**config.mk**
```make
export PLATFORM = sky130hd
export DESIGN_NAME = if_id_queue
export DESIGN_NICKNAME = d
export VERILOG_FILES = /design/src/rtl/if_id_queue.sv
export SDC_FILE = /design/constraint.sdc
export NUM_CORES = 1
export LEC_CHECK = 0
export ABC_AREA = 1
export ABC_CLOCK_PERIOD_IN_PS = 12130
export CAP_MARGIN = 10
export CORE_ASPECT_RATIO = 1.75
export CORE_MARGIN = 2
export CORE_UTILIZATION = 52
export CTS_CLUSTER_SIZE = 14
export DETAILED_ROUTE_END_ITERATION = 8
export PLACE_DENSITY = 0.88
export RECOVER_POWER = 50
export SYNTH_ARGS = -nofsm -noshare
export SYNTH_HDL_FRONTEND = slang
export SYNTH_SLANG_ARGS = --single-unit
```
**constraint.sdc**
```tcl
create_clock -name clk -period 12.13 [get_ports clk]
set_input_delay 2.426 -clock clk [delete_from_list [all_inputs] [get_ports clk]]
set_output_delay 2.426 -clock clk [all_outputs]
set_load 0.05 [all_outputs]
```
**src/rtl/if_id_queue.sv**
```systemverilog
// IF/ID instruction queue: buffers {PC, instruction} pairs between fetch and decode.
// Optional IF_ID_QUEUE_STATS_EN adds bubble_cnt/stall_cnt performance counters.
module if_id_queue #(
    parameter int          DEPTH     = 2,
    parameter logic [31:0] NOP_INSTR = 32'h00000000
) (
    input  logic                     clk,
    input  logic                     reset,
    input  logic                     flush,
    input  logic                     fetch_valid,
    input  logic [31:0]              fetch_pc,
    input  logic [31:0]              fetch_instr,
    output logic                     fetch_ready,
    output logic                     id_valid,
    output logic [31:0]              id_pc,
    output logic [31:0]              id_pc_plus4,
    output logic [31:0]              id_instr,
    output logic                     id_misalign,
    input  logic                     id_ready,
`ifdef IF_ID_QUEUE_STATS_EN
    output logic [31:0]              bubble_cnt,
    output logic [31:0]              stall_cnt,
`endif
    output logic [$clog2(DEPTH):0]   count
);

    localparam int AW = $clog2(DEPTH);
    localparam int CW = AW + 1;

    logic [31:0]   r_pc    [DEPTH];
    logic [31:0]   r_instr [DEPTH];
    logic          r_mis   [DEPTH];
    logic [AW-1:0] r_rptr;
    logic [AW-1:0] r_wptr;
    logic [CW-1:0] r_count;

    logic          w_push;
    logic          w_pop;

    // fetch_ready depends only on registered occupancy, so a full queue never pushes on a pop cycle
    assign fetch_ready = (r_count < CW'(DEPTH));
    assign id_valid    = (r_count != '0);
    assign w_push      = fetch_valid && fetch_ready;
    assign w_pop       = id_valid && id_ready;
    assign count       = r_count;

    assign id_pc       = id_valid ? r_pc[r_rptr]    : 32'h0;
    assign id_instr    = id_valid ? r_instr[r_rptr] : NOP_INSTR;
    assign id_misalign = id_valid ? r_mis[r_rptr]   : 1'b0;
    assign id_pc_plus4 = id_pc + 32'd4;

    always_ff @(posedge clk) begin
        if (w_push && !reset && !flush) begin
            r_pc[r_wptr]    <= fetch_pc;
            r_instr[r_wptr] <= fetch_instr;
            r_mis[r_wptr]   <= (fetch_pc[1:0] != 2'b00);
        end
    end

    always_ff @(posedge clk) begin
        if (reset || flush) begin
            r_rptr  <= '0;
            r_wptr  <= '0;
            r_count <= '0;
        end else begin
            if (w_push) begin
                r_wptr <= r_wptr + AW'(1);
            end
            if (w_pop) begin
                r_rptr <= r_rptr + AW'(1);
            end
            case ({w_push, w_pop})
                2'b10:   r_count <= r_count + CW'(1);
                2'b01:   r_count <= r_count - CW'(1);
                default: r_count <= r_count;
            endcase
        end
    end

`ifdef IF_ID_QUEUE_STATS_EN
    // Counters survive flush; only reset clears them
    always_ff @(posedge clk) begin
        if (reset) begin
            bubble_cnt <= 32'h0;
            stall_cnt  <= 32'h0;
        end else begin
            if (!id_valid) begin
                bubble_cnt <= bubble_cnt + 32'd1;
            end
            if (fetch_valid && !fetch_ready) begin
                stall_cnt <= stall_cnt + 32'd1;
            end
        end
    end
`endif

endmodule

```
==> Slide: Implementation Results <==
Run Summary

Outcome
  – Outcome: complete, but fails checks
  – Violated checks: max-capacitance violations, max-slew violations

Final timing
  – RSZ-0062 raised after global routing: false
  – Final clock period utilization by the worst path: 0.508
  – Max-slew violation count: 67
  – Actual transition at the worst max-transition pin: 1.84 ns
  – Peak clock frequency supported by timing: 0.162 GHz
  – Post-route minimum period: 6.17 ns
  – Final setup fails: 0
  – Tightest slew margin relative to the limit: -0.230
  – Final Hold Fails: 0
  – Aggregate negative setup slack: 0 ns
  – Worst setup skew after layout: 0.00713 ns

Global routing
  – Most used routing layer: met2
  – Overflow left after global routing: 0
  – Number of global-route vias before repair: 4,950
  – First-pass GRT wire length: 24,300 um
  – Overall routing resource usage: 0.253
  – Largest net degree at the start of global routing: 66
  – Fraction of met3 tracks used by global routing: 0.0483
  – Met2 usage: 0.464
  – Antenna violations before repair: 3
  – Met1 usage in global routing: 0.256

Clocking
  – Post-cts repair resize count: 0
  – Clock sink count: 135
  – Maximum buffer depth of the clock tree: 2
  – Count of H-tree levels built during CTS: 4
  – Skew-Pair Late Insertion Delay: 0.41 ns
  – Clk slew on worst S/H paths: 0.06 ns
  – Hold-fix buffers, CTS: 0
  – Number of buffers created by CTS: 17
  – Post-CTS setup buffers: 0
  – CTS Root Buffer Type: sky130_fd_sc_hd__clkbuf_16
  – TritonCTS clock tree: built

Final layout
  – Layout fillers: 804
  – Synth-to-layout area growth: 38.0%
  – Final Instance Area: 8510 sq um
  – Layout net count: 860
  – Final cell count without fillers: 941
  – Proportion of layout cells with a drive suffix above 1: 0.0761

Worst setup path
  – Cell occurring most often along the worst timing path: sky130_fd_sc_hd__inv_1
  – Number of cells on the critical path: 13
  – Critical path, cell by cell: nor2_4 -> buf_4 -> inv_1 -> buf_4 -> nand2_1 -> inv_1 -> ha_1 -> inv_1 -> nor2_2 -> inv_2 -> nor2_2 -> xor2_1 -> clkdlybuf4s50_1
  – Path type of the worst setup path: flop to output port
  – Family of cells with the greatest summed delay on the critical path: buffers and inverters
  – Required time of the critical path: 9.70 ns
  – Cell with the largest stage delay on the worst path: sky130_fd_sc_hd__clkdlybuf4s50_1
  – Slowest Stage Delay on Critical Path: 0.82 ns
  – Critical Path Source Type: flop
  – Worst Path Buf+Inv: 7
  – Endpoint arrival time on the critical path: 3.74 ns
  – Number of cells on the worst reg-to-reg path: 4
  – Critical path capture point type: output port
  – Highest net fanout along the worst path: 57

Yosys
  – Share of flip-flops with an asynchronous set or reset after synthesis: 0
  – Distinct cell type count of the synthesized netlist: 22
  – Most common reg cell: sky130_fd_sc_hd__edfxtp_1
  – Mapped cell area: 6170 sq um
  – Instance count of the mapped netlist: 620
  – Proportion of synthesized chip area in sequential cells: 0.649
  – Top post-synthesis cells by count: sky130_fd_sc_hd__nand2_1 (244), sky130_fd_sc_hd__edfxtp_1 (130), sky130_fd_sc_hd__nor2_1 (45), sky130_fd_sc_hd__inv_1 (43), sky130_fd_sc_hd__nand3_1 (41)
  – Proportion of netlist area held by the largest area contributor: 0.633
  – Yosys-reported design area after synthesis: 6170 sq um
  – Number of flops mapped to enable cells by yosys: 130
  – Synthesis-stage register bit count: 135
  – Number of warnings printed during yosys synthesis: 0
  – Top cells by area, synth: sky130_fd_sc_hd__edfxtp_1 (63%), sky130_fd_sc_hd__nand2_1 (15%), sky130_fd_sc_hd__nand3_1 (3.3%)
  – Dominant cell by count in the synthesized netlist: sky130_fd_sc_hd__nand2_1
  – Mean area per synthesized cell: 9.95 sq um
  – Yosys cell count: 620
  – Largest area contributor in the synthesized netlist: sky130_fd_sc_hd__edfxtp_1
  – Synthesized netlist net count: 691

Power
  – Power per standard cell area: 140 nW/um^2
  – Leakage: 3.30 nW
  – Maximum vdd ir drop: 0.000137 V

Placement
  – Total placed instance area: 7930 sq um
  – Buffers on Ports: 169
  – Detailed placement HPWL: 11,600 um
  – Routability congestion estimate from global placement: 0.904
  – Dpl cells: 905

Route
  – Average routed wire per standard cell: 17.1 um
  – Detailed-route DRC error count: 0
  – Routed Antenna Nets: 0
  – Count of TritonRoute iterations in the first routing pass: 7
  – DR iter-0 viols: 305
  – Via count: 4,921
  – Post-DR vias/cell: 5.23
  – Wirelength, routed: 16,100 um

Floorplanning
  – Vertical die dimension: 148 um
  – Cell row count: 52
  – Die Footprint: 12,800 sq um
  – Horizontal die dimension: 86.3 um
  – Starting density of the core: 0.533
  – Core box area: 11,600 sq um
  – Io pins: 170

Hold path
  – Worst hold path class: flop to flop
  – Worst hold stages: 1

Job
  – Tool warnings: 26
  – Maximum capacitance violations: 2
## cell families after synthesis
| kind of cell | after synthesis | share of synthesized area |
|---|---|---|
| AND/OR/NAND/NOR | 354 | 0.236 |
| flip-flops | 135 | 0.649 |
| buffers and inverters | 71 | 0.0544 |
| AND-OR/OR-AND | 43 | 0.0349 |
| XOR/XNOR | 15 | 0.0213 |
| adder cells (fa/ha/maj) | 2 | 0.00406 |
## flip-flops by register name (all words and copies together) (netlist names), named ones only
signal   flops
count        2
r_instr     64
r_mis        2
r_pc        64
r_rptr       1
r_wptr       1
## metal layers
layer	up-vias	wire length, um
li1	2374	-
met1	2262	5580
met2	242	8880
met3	43	949
met4	0	706
met5	-	0
## worst reg2reg max path, cell delays in order (launching register included)
cell and delay [ns]:
sky130_fd_sc_hd__dfxtp_1 0.34, sky130_fd_sc_hd__inv_1 0.14, sky130_fd_sc_hd__nand2_1 0.12, sky130_fd_sc_hd__nor3_1 0.25
sky130_fd_sc_hd__clkbuf_1 1.35
## through the flow
stage	util	hold slack (ns)	setup slack (ns)	power [W]
floorplan	-	0.425	4.50	0.000641
global placement	0.685	0.435	6.49	0.000708
detailed placement	0.685	0.456	6.40	0.000712
CTS	0.735	0.462	5.96	0.00121
global route	0.735	0.467	5.73	0.00123
finish	0.735	0.458	5.96	0.00120
## path summary, 6_finish.rpt
check / startpoint / endpoint / slack, ns
setup / recovery: count[0]$_SDFFE_PP0P_ / id_pc_plus4[14] / 5.96
hold / removal: r_rptr$_SDFFE_PP0P_ / flop / 0.46
setup reg to reg: count[1]$_SDFFE_PP0P_ / r_instr[1][30]$_DFFE_PP_ / 9.50
hold reg to reg: r_rptr$_SDFFE_PP0P_ / flop / 0.46
## layout make-up
cell class / instances / area (sq um) / area share
inverters: 45 / 169 / 0.0198
clock buffers: 19 / 433 / 0.0509
diodes: 4 / 10.0 / 0.00118
flip-flops and latches: 135 / 4010 / 0.471
clock inverters: 13 / 149 / 0.0175
well taps: 135 / 169 / 0.0198
multi-input cells: 414 / 1840 / 0.216
repair buffers: 176 / 1740 / 0.204
## power by group
part / total [W] / internal [W] / switching [W]
Sequential: 0.000524 / 0.000521 / 0.00000289
Combinational: 0.000175 / 0.0000564 / 0.000118
Clock: 0.000497 / 0.000305 / 0.000192
## cell usage in the layout, fill, tap and decap left out, drive strengths merged, types with 4 or more instances in the layout
cell,count
nand2,252
edfxtp,130
clkdlybuf4s50,103
dlygate4sd3,66
nor2,56
inv,48
nand3,42
a21oi,40
clkbuf,21
xor2,15
buf,5
clkinv,5
dfxtp,5
diode,4
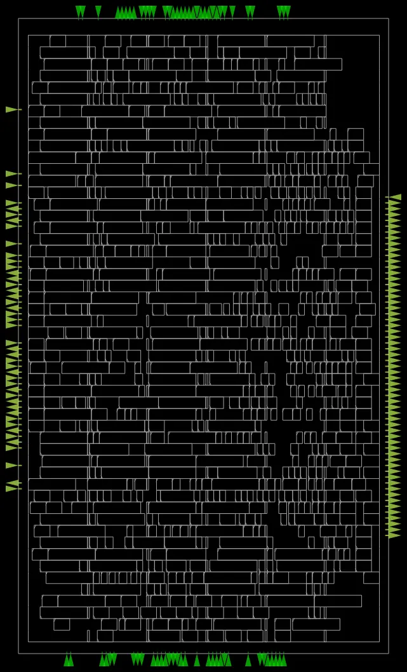
*Placement view*
register share of the cell area: 0.471
Tap Count: 135

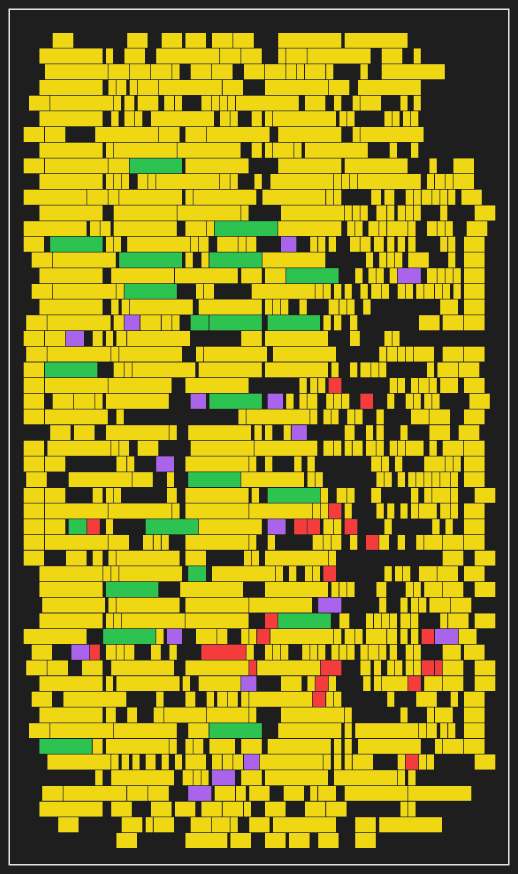
*Cell sizes after repair*
| size | colour | cells | share |
|---|---|---|---|
| drive 6 and up | green | 22 | 2.7% |
| drive 1 or less | yellow | 741 | 92% |
| drive 2 | red | 22 | 2.7% |
| drive 3 to 4 | purple | 17 | 2.1% |

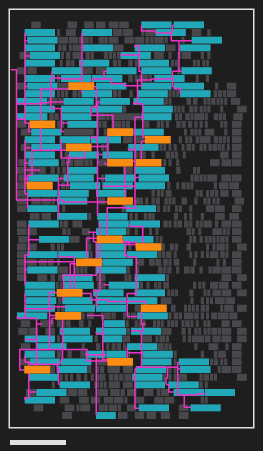
*Clock wires, drivers and flops*
Scale bar: 20 um.
[cells driving clock nets] orange | count: 17
[flip-flops] cyan | count: 135
[clock wires] magenta | length: 1,430 um
routed clock nets: 18

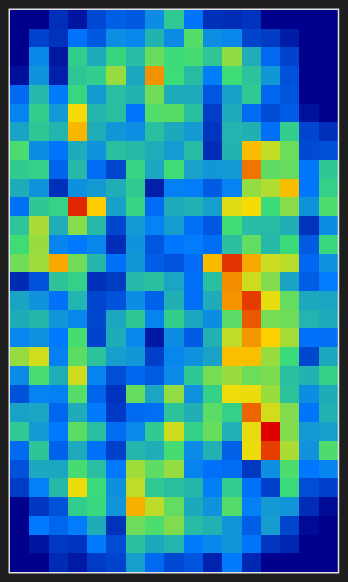
*Wiring heat map*
The die is cut into 17 by 30 equal tiles; dark blue is low, red is high, scaled to the fullest tile. Values are wire area over tile area, all layers added.
fullest tile: 0.59
tiles over half the peak: 21%
mean over tiles: 0.21

Power is estimated from default activity; no workload was simulated.
